Figure 1. Gate families picked out (run 1).
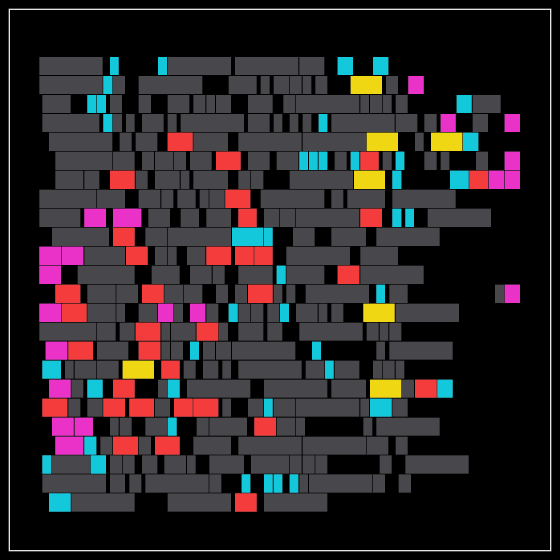
Figure 2. Congestion heat map (run 1).
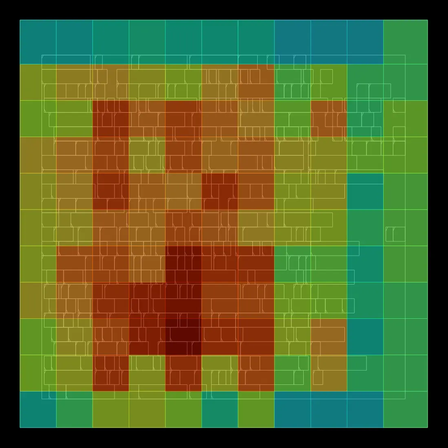
Figure 3. Where the registers sit (run 1).
Bar = 20 µm.
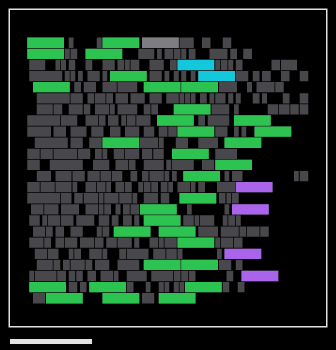
==> config.mk <==
export PLATFORM = sky130hd
export DESIGN_NAME = mon_hex_tx
export DESIGN_NICKNAME = d
export VERILOG_FILES = /design/src/rtl/mon_pkg.sv /design/src/rtl/mon_hex2asc.sv /design/src/rtl/mon_hex_tx.sv
export SDC_FILE = /design/constraint.sdc
export NUM_CORES = 1
export LEC_CHECK = 0
export CORE_MARGIN = 4
export CORE_UTILIZATION = 65
export DETAILED_ROUTE_END_ITERATION = 12
export DONT_BUFFER_PORTS = 1
export PLACE_DENSITY = 0.88
export SLEW_MARGIN = 5
export SYNTH_ARGS = -nofsm -noshare
export SYNTH_HDL_FRONTEND = slang
export SYNTH_HIERARCHICAL = 1
export SYNTH_SLANG_ARGS = --single-unit
export TNS_END_PERCENT = 100
==> constraint.sdc <==
create_clock -name clk -period 5.4 [get_ports clk]
set_input_delay 1.08 -clock clk [delete_from_list [all_inputs] [get_ports clk]]
set_output_delay 1.08 -clock clk [all_outputs]
set_load 0.005 [all_outputs]
==> deck_impl_summary.md, run 1 <==
Implementation Results

STA
  – RSZ-0062 raised after global routing: no
  – Slew Limit Fails: 0
  – Final Hold Violation Tally: 0

Synth
  – Synthesized instance count: roughly 350
  – Top non-seq family: AND-OR/OR-AND gates

Cells and area
  – Fillers: roughly 360
  – Clkbuf count: 6
  – Clock buf/inv share: between 2 and 3%

Pwr
  – Tot Pwr: roughly 1700 µW
  – Pwr top: combinational cells

Die
  – Die Span X: 77.39 µm
  – Die Height: 77.39 µm
  – Core area: between 4000 and 5000 µm²
  – Starting Density: a little over two thirds

Clock tree
  – Num CTS Buffers: 5

Place
  – Final HPWL DP: about 6 mm

Critical path
  – CP required: ~5600 ps

Drt
  – Met1 Routed Length: approximately 3.4 mm

Outcome
  – Outcome: complete, no violations

Run
  – Max cap viols: 0
-- Figure 1 (at the start) --
Cyan stands for nor cells, cells 44, most used nor2_1. Yellow stands for fa/ha/maj cells, cells 7, most used ha_1. Magenta stands for and/or cells, cells 20. Red stands for non-inverting ao/oa cells, cells 34, most used a22o_1.
logic share of the area: 61.70%
Post-Layout Cell Count: 378

-- Figure 2 (at the start) --
grt met2 use: 43.44%
wire per inst: 21.96 µm
most crowded layer after global routing: met2
fin util: 69.69%

-- Figure 3 (at the start) --
Purple stands for cnt_q, sequential cells 4. Cyan stands for st_q, sequential cells 2. Green stands for sh_q, sequential cells 32.
Another 1 sequential cells are not colored.
flop share of the area: 31.09%
FF+latch area: 975.9 µm²
seq pwr: 548 µW

Figure 4. Metal 3 (run 1).
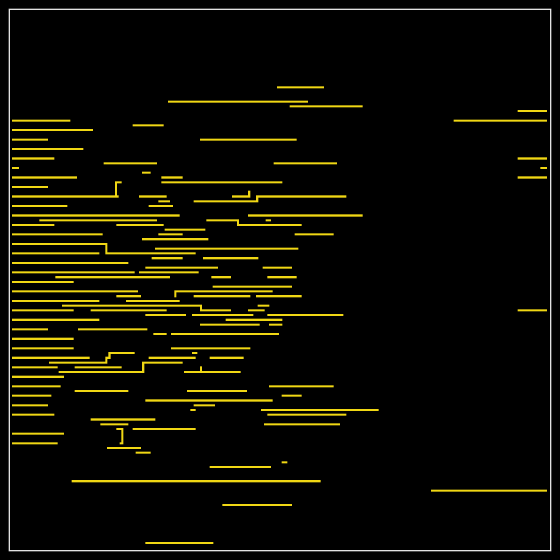

==> run 2: changes to the inputs <==
--- a/config.mk
+++ b/config.mk
@@ -6,10 +6,10 @@
 export NUM_CORES = 1
 export LEC_CHECK = 0
 export CORE_MARGIN = 4
-export CORE_UTILIZATION = 65
+export CORE_UTILIZATION = 58
 export DETAILED_ROUTE_END_ITERATION = 12
 export DONT_BUFFER_PORTS = 1
-export PLACE_DENSITY = 0.88
+export PLACE_DENSITY = 0.83
 export SLEW_MARGIN = 5
 export SYNTH_ARGS = -nofsm -noshare
 export SYNTH_HDL_FRONTEND = slang
==> constraint.sdc (replaced) <==
create_clock -name clk -period 3.1 [get_ports clk]
set_input_delay 0.62 -clock clk [delete_from_list [all_inputs] [get_ports clk]]
set_output_delay 0.62 -clock clk [all_outputs]
set_load 0.005 [all_outputs]
Figure 5. Metal 3 (run 2).
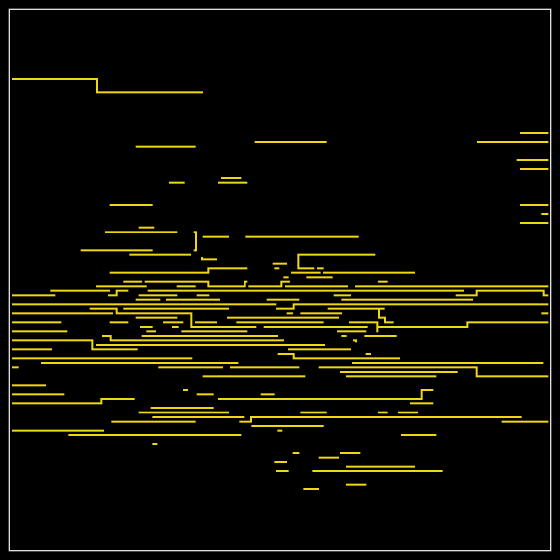
The longest straight run is 47.4 µm. The wires run mostly horizontal. The layer holds 14% of the routed length. The layer carries 1,300 µm of wire.
total wire length: 9.230 mm
Vias: 2,912

Figure 6. Where the registers sit (run 2).
Bar = 20 µm.
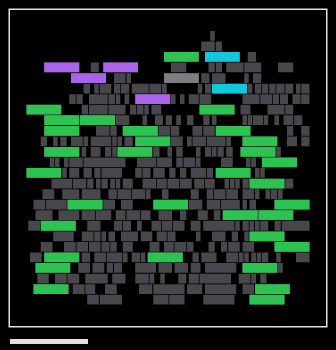
Green stands for sh_q, sequential cells 32. Purple stands for cnt_q, sequential cells 4. Cyan stands for st_q, sequential cells 2.
fin util: 63.06%
flop share of the area: 29.92%
seq pwr: 957 µW

==> run 2 against run 1 <==
Net effect:
- sequential share of layout area fell by 1.2 points
- cell area rose by 3.9%
- critical path type unchanged
- die size rose by 11%
- largest power group unchanged
- total power rose by 83%
- count of clock-buffer cells in the layout did not move
- core utilization fell by 6.6 points
- highest routed layer unchanged
==> deck_impl_summary.md, run 2 <==
Implementation Results

Outcome
  – Outcome: complete, no violations

Drt
  – Wire per inst: ~23 µm
  – Post-route ant nets: 0
  – Met1 Routed Length: about 3.5 mm
  – Met3 WL post-DR: 1.304 mm

Die
  – Die Height: 81.45 µm
  – Die Span X: a little over 80 µm
  – TAP cells: ~70
  – Starting Density: between 60% and 70%
  – Core area: a little over 5000 µm²
  – Row Count: 26

Critical path
  – Worst-path cell chain: nor2b_2 -> inv_4 -> ha_1 -> nand2b_1 -> and3_4 -> a22o_1 -> a221oi_2 -> nor2_1
  – CP required: 3270 ps
  – Slack of the worst reg-to-reg path: 630 ps

Global route
  – Number of global-route vias before repair: between 2,000 and 3,000
  – Most crowded layer after global routing: met2
  – Initial antenna violation count: 0

Run
  – Max cap viols: 0

STA
  – Final Hold Violation Tally: 0
  – Slew Limit Fails: 0
  – Setup violators final: 0
  – RSZ-0062 raised after global routing: no
  – Fmax: a little under 400 MHz

Place
  – Final HPWL DP: 6.556 mm

Cells and area
  – Post-Layout Cell Count: about 400
  – Net count, final: 381
  – Fin area: around 3300 µm²
  – Clkbuf count: 6
  – FF+latch area: around 1000 µm²
  – Fillers: between 400 and 500
  – Logic share of the area: 59.46%
  – Logic Gate Count: approximately 270
  – MI comb area: between 1500 and 2000 µm²
  – Clock buf/inv share: ~3.6%

Pwr
  – Sw power: roughly 1400 µW
  – Tot Pwr: approximately 3000 µW
  – Leak: between 0.001 and 0.0015 µW
  – P_clk: ~450 µW
  – Pwr Density: about 930 nW/µm²
  – Pwr top: combinational cells

Synth
  – Xor/xnor share: less than 1%
  – Yosys cell types: between 60 and 70
  – Synthesized instance count: 345
  – Mapped Area: between 3000 and 4000 µm²
  – Ao+oa area frac: between 20% and 30%
  – Top non-seq family: AND-OR/OR-AND gates

Clock tree
  – Post-CTS resize count: 0
  – Num CTS Buffers: 5
  – CTS Sinks: 39

Worst hold path
  – Min-delay worst type: in -> async
Figure 7. M2 wires (run 2).
Bar = 20 µm.
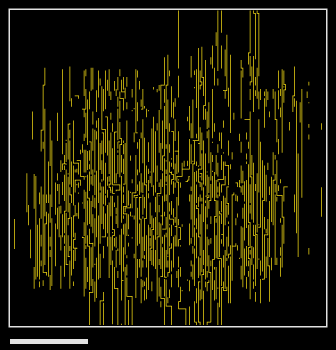
The layer holds 44% of the routed length. The longest straight run is 39.8 µm. The wires run mostly vertical. The layer carries 4,110 µm of wire. 329 nets have wire on it.
grt met2 use: 43.16%

Power and IR drop assume default switching activity.
